--- config.mk ---
export PLATFORM = sky130hd
export DESIGN_NAME = shift_register_ctrl
export DESIGN_NICKNAME = d
export VERILOG_FILES = /design/src/rtl/shift_register_ctrl.sv
export SDC_FILE = /design/constraint.sdc
export NUM_CORES = 1
export LEC_CHECK = 0
export ABC_AREA = 1
export CELL_PAD_IN_SITES_DETAIL_PLACEMENT = 2
export CELL_PAD_IN_SITES_GLOBAL_PLACEMENT = 2
export CORE_MARGIN = 2
export CORE_UTILIZATION = 30
export CTS_BUF_LIST = sky130_fd_sc_hd__clkbuf_2
export DETAILED_ROUTE_END_ITERATION = 6
export PLACE_DENSITY = 0.74
export REMOVE_ABC_BUFFERS = 1
export SYNTH_ARGS = -nofsm -noshare
export SYNTH_HDL_FRONTEND = slang
export SYNTH_SLANG_ARGS = --single-unit
--- constraint.sdc ---
create_clock -name clk -period 1.5 [get_ports clk]
set_input_delay 0.15 -clock clk [delete_from_list [all_inputs] [get_ports clk]]
set_output_delay 0.15 -clock clk [all_outputs]
set_load 0.005 [all_outputs]
--- src/rtl/shift_register_ctrl.sv ---
// Frame sequencer for a byte-wide shift_register delay line. It keeps a
// valid-tag shadow of the line so only real pixels are flagged at the output,
// and drains the line with zero pads at end of frame.
module shift_register_ctrl #(
  parameter int DATA_WIDTH = 8,
  parameter int DEPTH      = 64,
  parameter int CNT_W      = $clog2(DEPTH+1)
) (
  input  logic                  clk,
  input  logic                  rst_n,
  input  logic                  in_valid,
  input  logic [DATA_WIDTH-1:0] in_data,
  input  logic                  in_sof,
  input  logic                  in_eof,
  output logic                  in_ready,
  input  logic                  abort,
  output logic                  sr_shift_en,
  output logic [DATA_WIDTH-1:0] sr_serial_in,
  input  logic [DATA_WIDTH-1:0] sr_serial_out,
  output logic                  out_valid,
  output logic [DATA_WIDTH-1:0] out_data,
  output logic [CNT_W-1:0]      occupancy,
  output logic                  frame_done,
  output logic                  sync_err
);

  typedef enum logic [1:0] {S_IDLE, S_ACTIVE, S_FLUSH} state_t;

  state_t           state_q, state_d;
  logic [DEPTH-1:0] tag_q;
  logic [CNT_W-1:0] occ_q;
  logic             done_q, done_d;
  logic             err_q, err_set;
  logic             accept, shift, tag_in, tag_out;

  // Next-state, shift decision and tag-in bit; abort overrides everything.
  always_comb begin
    state_d  = state_q;
    shift    = 1'b0;
    tag_in   = 1'b0;
    err_set  = 1'b0;
    done_d   = 1'b0;
    in_ready = (state_q != S_FLUSH) && !abort;
    accept   = in_valid && in_ready;
    case (state_q)
      S_IDLE: begin
        if (accept) begin
          if (in_sof) begin
            shift   = 1'b1;
            tag_in  = 1'b1;
            state_d = in_eof ? S_FLUSH : S_ACTIVE;
          end else begin
            // Pixel outside a frame: drop it and flag the framing error.
            err_set = 1'b1;
          end
        end
      end
      S_ACTIVE: begin
        if (accept) begin
          shift   = 1'b1;
          tag_in  = 1'b1;
          err_set = in_sof;
          if (in_eof) state_d = S_FLUSH;
        end
      end
      S_FLUSH: begin
        shift = 1'b1;
        // Last tagged pixel leaves the line on this pad shift.
        if (occ_q == CNT_W'(1) && tag_q[DEPTH-1]) begin
          state_d = S_IDLE;
          done_d  = 1'b1;
        end
      end
      default: state_d = S_IDLE;
    endcase
    if (abort) begin
      state_d = S_IDLE;
      shift   = 1'b0;
      tag_in  = 1'b0;
      done_d  = 1'b0;
    end
    tag_out = shift && tag_q[DEPTH-1];
  end

  assign sr_shift_en  = shift;
  assign sr_serial_in = (shift && tag_in) ? in_data : '0;
  assign out_valid    = tag_out;
  assign out_data     = sr_serial_out;
  assign occupancy    = occ_q;
  assign frame_done   = done_q;
  assign sync_err     = err_q;

  // State, tag shadow and occupancy move in lockstep with the data line.
  always_ff @(posedge clk or negedge rst_n) begin
    if (!rst_n) begin
      state_q <= S_IDLE;
      tag_q   <= '0;
      occ_q   <= '0;
      done_q  <= 1'b0;
      err_q   <= 1'b0;
    end else begin
      state_q <= state_d;
      done_q  <= done_d;
      err_q   <= err_q | err_set;
      if (abort) begin
        tag_q <= '0;
        occ_q <= '0;
      end else if (shift) begin
        tag_q <= {tag_q[DEPTH-2:0], tag_in};
        if (tag_in && !tag_out)      occ_q <= occ_q + CNT_W'(1);
        else if (!tag_in && tag_out) occ_q <= occ_q - CNT_W'(1);
      end
    end
  end

endmodule

==> run notes <==
The layout was made with Yosys and OpenROAD.

The net count of the finished layout is 505. The final reports fail on negative hold slack, negative setup slack. In the final run the clock tree shows a worst skew of 53.7 ps. The sort of element at the end of the critical path is an output port. The number of cells in the yosys synthesis report is 379. The area taken by flip-flops and latches is 1890 sq um. Hold timing on the final database bottoms out at a slack of -9.98 ps. The total count of hold-check failures in the final report is 6. Post-route period utilization is reported as 140%. Global routing finished with a remaining overflow of 0. In this run the tightest slew margin relative to its limit is 69.4%. The startpoint class of the critical path is a flop. Setup repair after global routing could not meet its margin everywhere. The number of diodes is 0. Summing the sequential cell areas from Yosys gives 54.5% of the chip area. Per the synthesis report, the number of distinct cell types is 30. The TritonCTS clock tree is built. As reported, the later end of the worst-skew pair has a clock insertion delay of 580 ps.

The full die area is 12300 sq um. The first-pass GRT wire length is 20.2 mm. The clock input transition at the sequential cells of the worst setup and hold paths is 280 ps. The initial antenna violation count came to 0.

Of the total power, the clock network draws 18.9%. From synthesis to final layout, the design area changed by 61.6%. The cell at the root of the clock tree is clkbuf_2. The via count of the first global-routing pass is 3533. The total count of max-transition violations in the final report is 0.

The total power consumption of the routed design is 6.66 mW. The pin closest to its max-slew limit shows a slew of 448 ps. The worst setup slack after layout is -604 ps. The end-of-flow timing check tallies setup violations at 83. STA lists the maximum fanout along the critical path as 3.

Entering global routing, the biggest net connects 34 pins. At the end of routability-driven placement, the weighted congestion stood at 0.726. The global-route usage over all layers is 21.2%. Per the log, the first TritonRoute iteration ended with a DRC count of 98. The flow ran to the end, but the final reports show violations. Cell internal power was estimated by the tool at 4.00 mW. The logic area is 1720 sq um. The synthesis log from Yosys contains 0 warnings. The final timing report derives a shortest allowable period of 2100 ps. The synthesis-stage register bit count is 75. By area the synthesized netlist is led by dfrtp_1 55%, o22ai_1 11%, inv_1 9.5%, nand2_1 5.1%, nor2_1 3.2%. The synthesis run shows the most used standard cells to be 87 x inv_1, 75 x dfrtp_1, 62 x o22ai_1. The number of filler cells placed in the layout is 1128.

The routed design has 15.0 mm of wire. The top cell type by area accounts for 54.5% of the synthesized area. Buffers placed on the I/O ports in this run total 33.

The data required time of the worst path is 1350 ps. The number of warnings the tools reported is 29. The synthesized instance count is 379. The most area-hungry cell type in the Yosys netlist is dfrtp_1. The count of pins on the block boundary is 50. Per the post-route antenna check, the number of violating nets is 0. The most frequently used cell type in the post-synthesis netlist is inv_1. The max-capacitance violation count is 0.

Timing would allow up to 0.475 GHz. The flow reported a cell area power density of 1200 nW/um^2. The dominant register cell in the synthesized netlist is dfrtp_1.
## cell usage in the layout (no fill, tap or decap), types with 4 or more instances in the layout
cell / netlist / layout
buf_12: 0 / 9
buf_16: 0 / 9
buf_2: 6 / 9
buf_4: 8 / 43
buf_6: 8 / 20
clkbuf_2: 0 / 10
clkdlybuf4s50_1: 0 / 12
dfrtp_1: 75 / 68
dfrtp_2: 0 / 7
dlygate4sd2_1: 0 / 8
inv_1: 87 / 82
inv_2: 1 / 4
nand2_1: 47 / 43
nand2_4: 1 / 4
nand3_1: 18 / 17
nor2_1: 29 / 19
nor2_2: 1 / 4
nor2_4: 1 / 8
o22ai_2: 1 / 46
o22ai_4: 0 / 16
xor2_1: 5 / 5
## path summary, 6_finish.rpt
kind	start	end	slack, ps	cells after the start
max	state_q[0]	out_valid	-600	8
min	rst_n	state_q[1]	-10	2
max reg2reg	state_q[0]	state_q[0]	-550	11
min reg2reg	sync_err	sync_err	530	1
max in group asynchronous	rst_n	occupancy[0]	900	3
min in group clk	sr_serial_out[0]	out_data[0]	300	0
## per-stage QoR
stage	std cells	utilization [%]	hold WS, ps	TNS [ps]	cell area, sq um
after CTS	612	44.3	24.6	-15440	5010
after detailed placement	555	35.5	92.2	-27720	4020
after floorplan	353	-	-146	-54860	3250
final	628	49.1	-9.98	-30490	5560
after global placement	555	35.5	87.8	-19100	4020
after global routing	628	49.1	-35.4	-33410	5560
## worst max-delay path, cell delays in order, from the launching register on
cell     delay, ps
dfrtp_1        460
inv_2           70
nand2_4         90
buf_6          120
nand4_4        100
nor2_4         180
o21ai_4         90
nor2_1         120
buf_2          130
## kinds of logic after synthesis
family	synth area share, %
simple gates	14.3
flops	54.5
buf+inv	15.4
fa+ha+maj	1.09
compound gates	13.1
xor+xnor	1.53
## power by group through the flow
stage	logic [mW]	registers (mW)	clock network, mW
2_1_floorplan	0.795	2.29	0
3_3_place_gp	1.47	2.32	0
3_5_place_dp	1.54	2.33	0
4_1_cts	2.54	2.20	1.22
5_1_grt	3.37	2.22	1.36
6_report	3.19	2.22	1.26
## layer usage
| layer | up-vias | wire length (um) | GRT usage, % |
|---|---|---|---|
| li1 | 1409 | - | - |
| met4 | 0 | 583 | 4.69 |
| met3 | 39 | 382 | 3.88 |
| met5 | - | 0 | 0 |
| met1 | 1631 | 5490 | 23.6 |
| met2 | 86 | 8500 | 41.6 |
## sequential cells by signal, indices dropped and copies added (netlist names)
name        cells
occupancy       7
state_q         2
tag_q          64
sync_err        1
frame_done      1
## cell type report
type,instances,area share (%)
sequential,75,33.9
clock inverter,6,1.31
multi-input combinational,190,30.9
tap,143,3.22
inverter,89,6.19
timing repair buffer,115,23.6
clock buffer,10,0.900
## what timing repair did
action / in CTS / in global routing
pin swaps: 14 / 12
hold buffers: 1 / 0
endpoints found under the setup margin: 92 / 85
buffers inserted: 34 / 14
hold endpoints to repair: 75 / 0
cloned: 10 / 4
gates resized: 149 / 69
**PDN straps and rails**

Pins as bars on the die edge. Tap cells in gray.
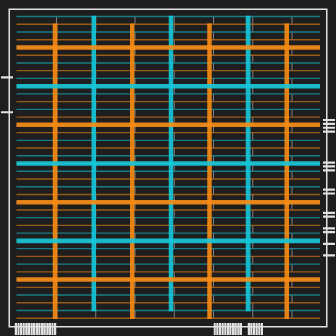
VSS -> orange
VDD -> cyan
met1 rails = 40
met5 straps = 7
tap cells = 143
signal pins = 50
Die X-Extent: 111 um
die extent in y: 111 um
core area: 11300 sq um
VDD IR-drop max: 0.429 mV

**Cells colored by class**

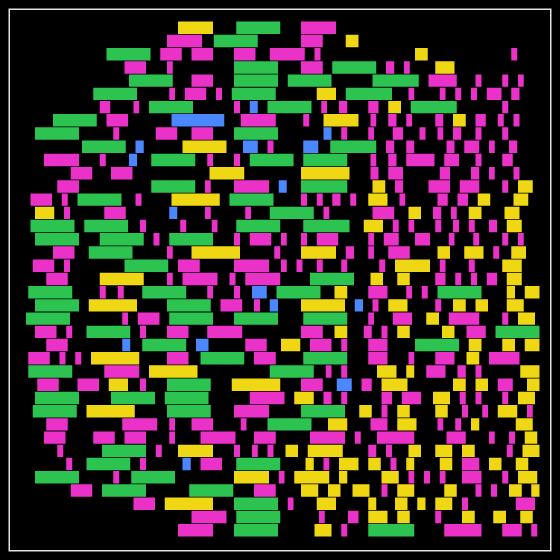
combinational and other logic -> magenta  # cells 279
clock drivers and dummy loads -> blue  # cells 16
sequential cells -> green  # cells 75
remaining buffers and delay cells -> yellow  # cells 115
area of all placed cells without fillers: 5560 sq um
Core Rows: 39
fraction of area in registers: 33.9%
Post-Route Utilization: 49.1%

No activity file was given, so power comes from the tool's default toggle rates.
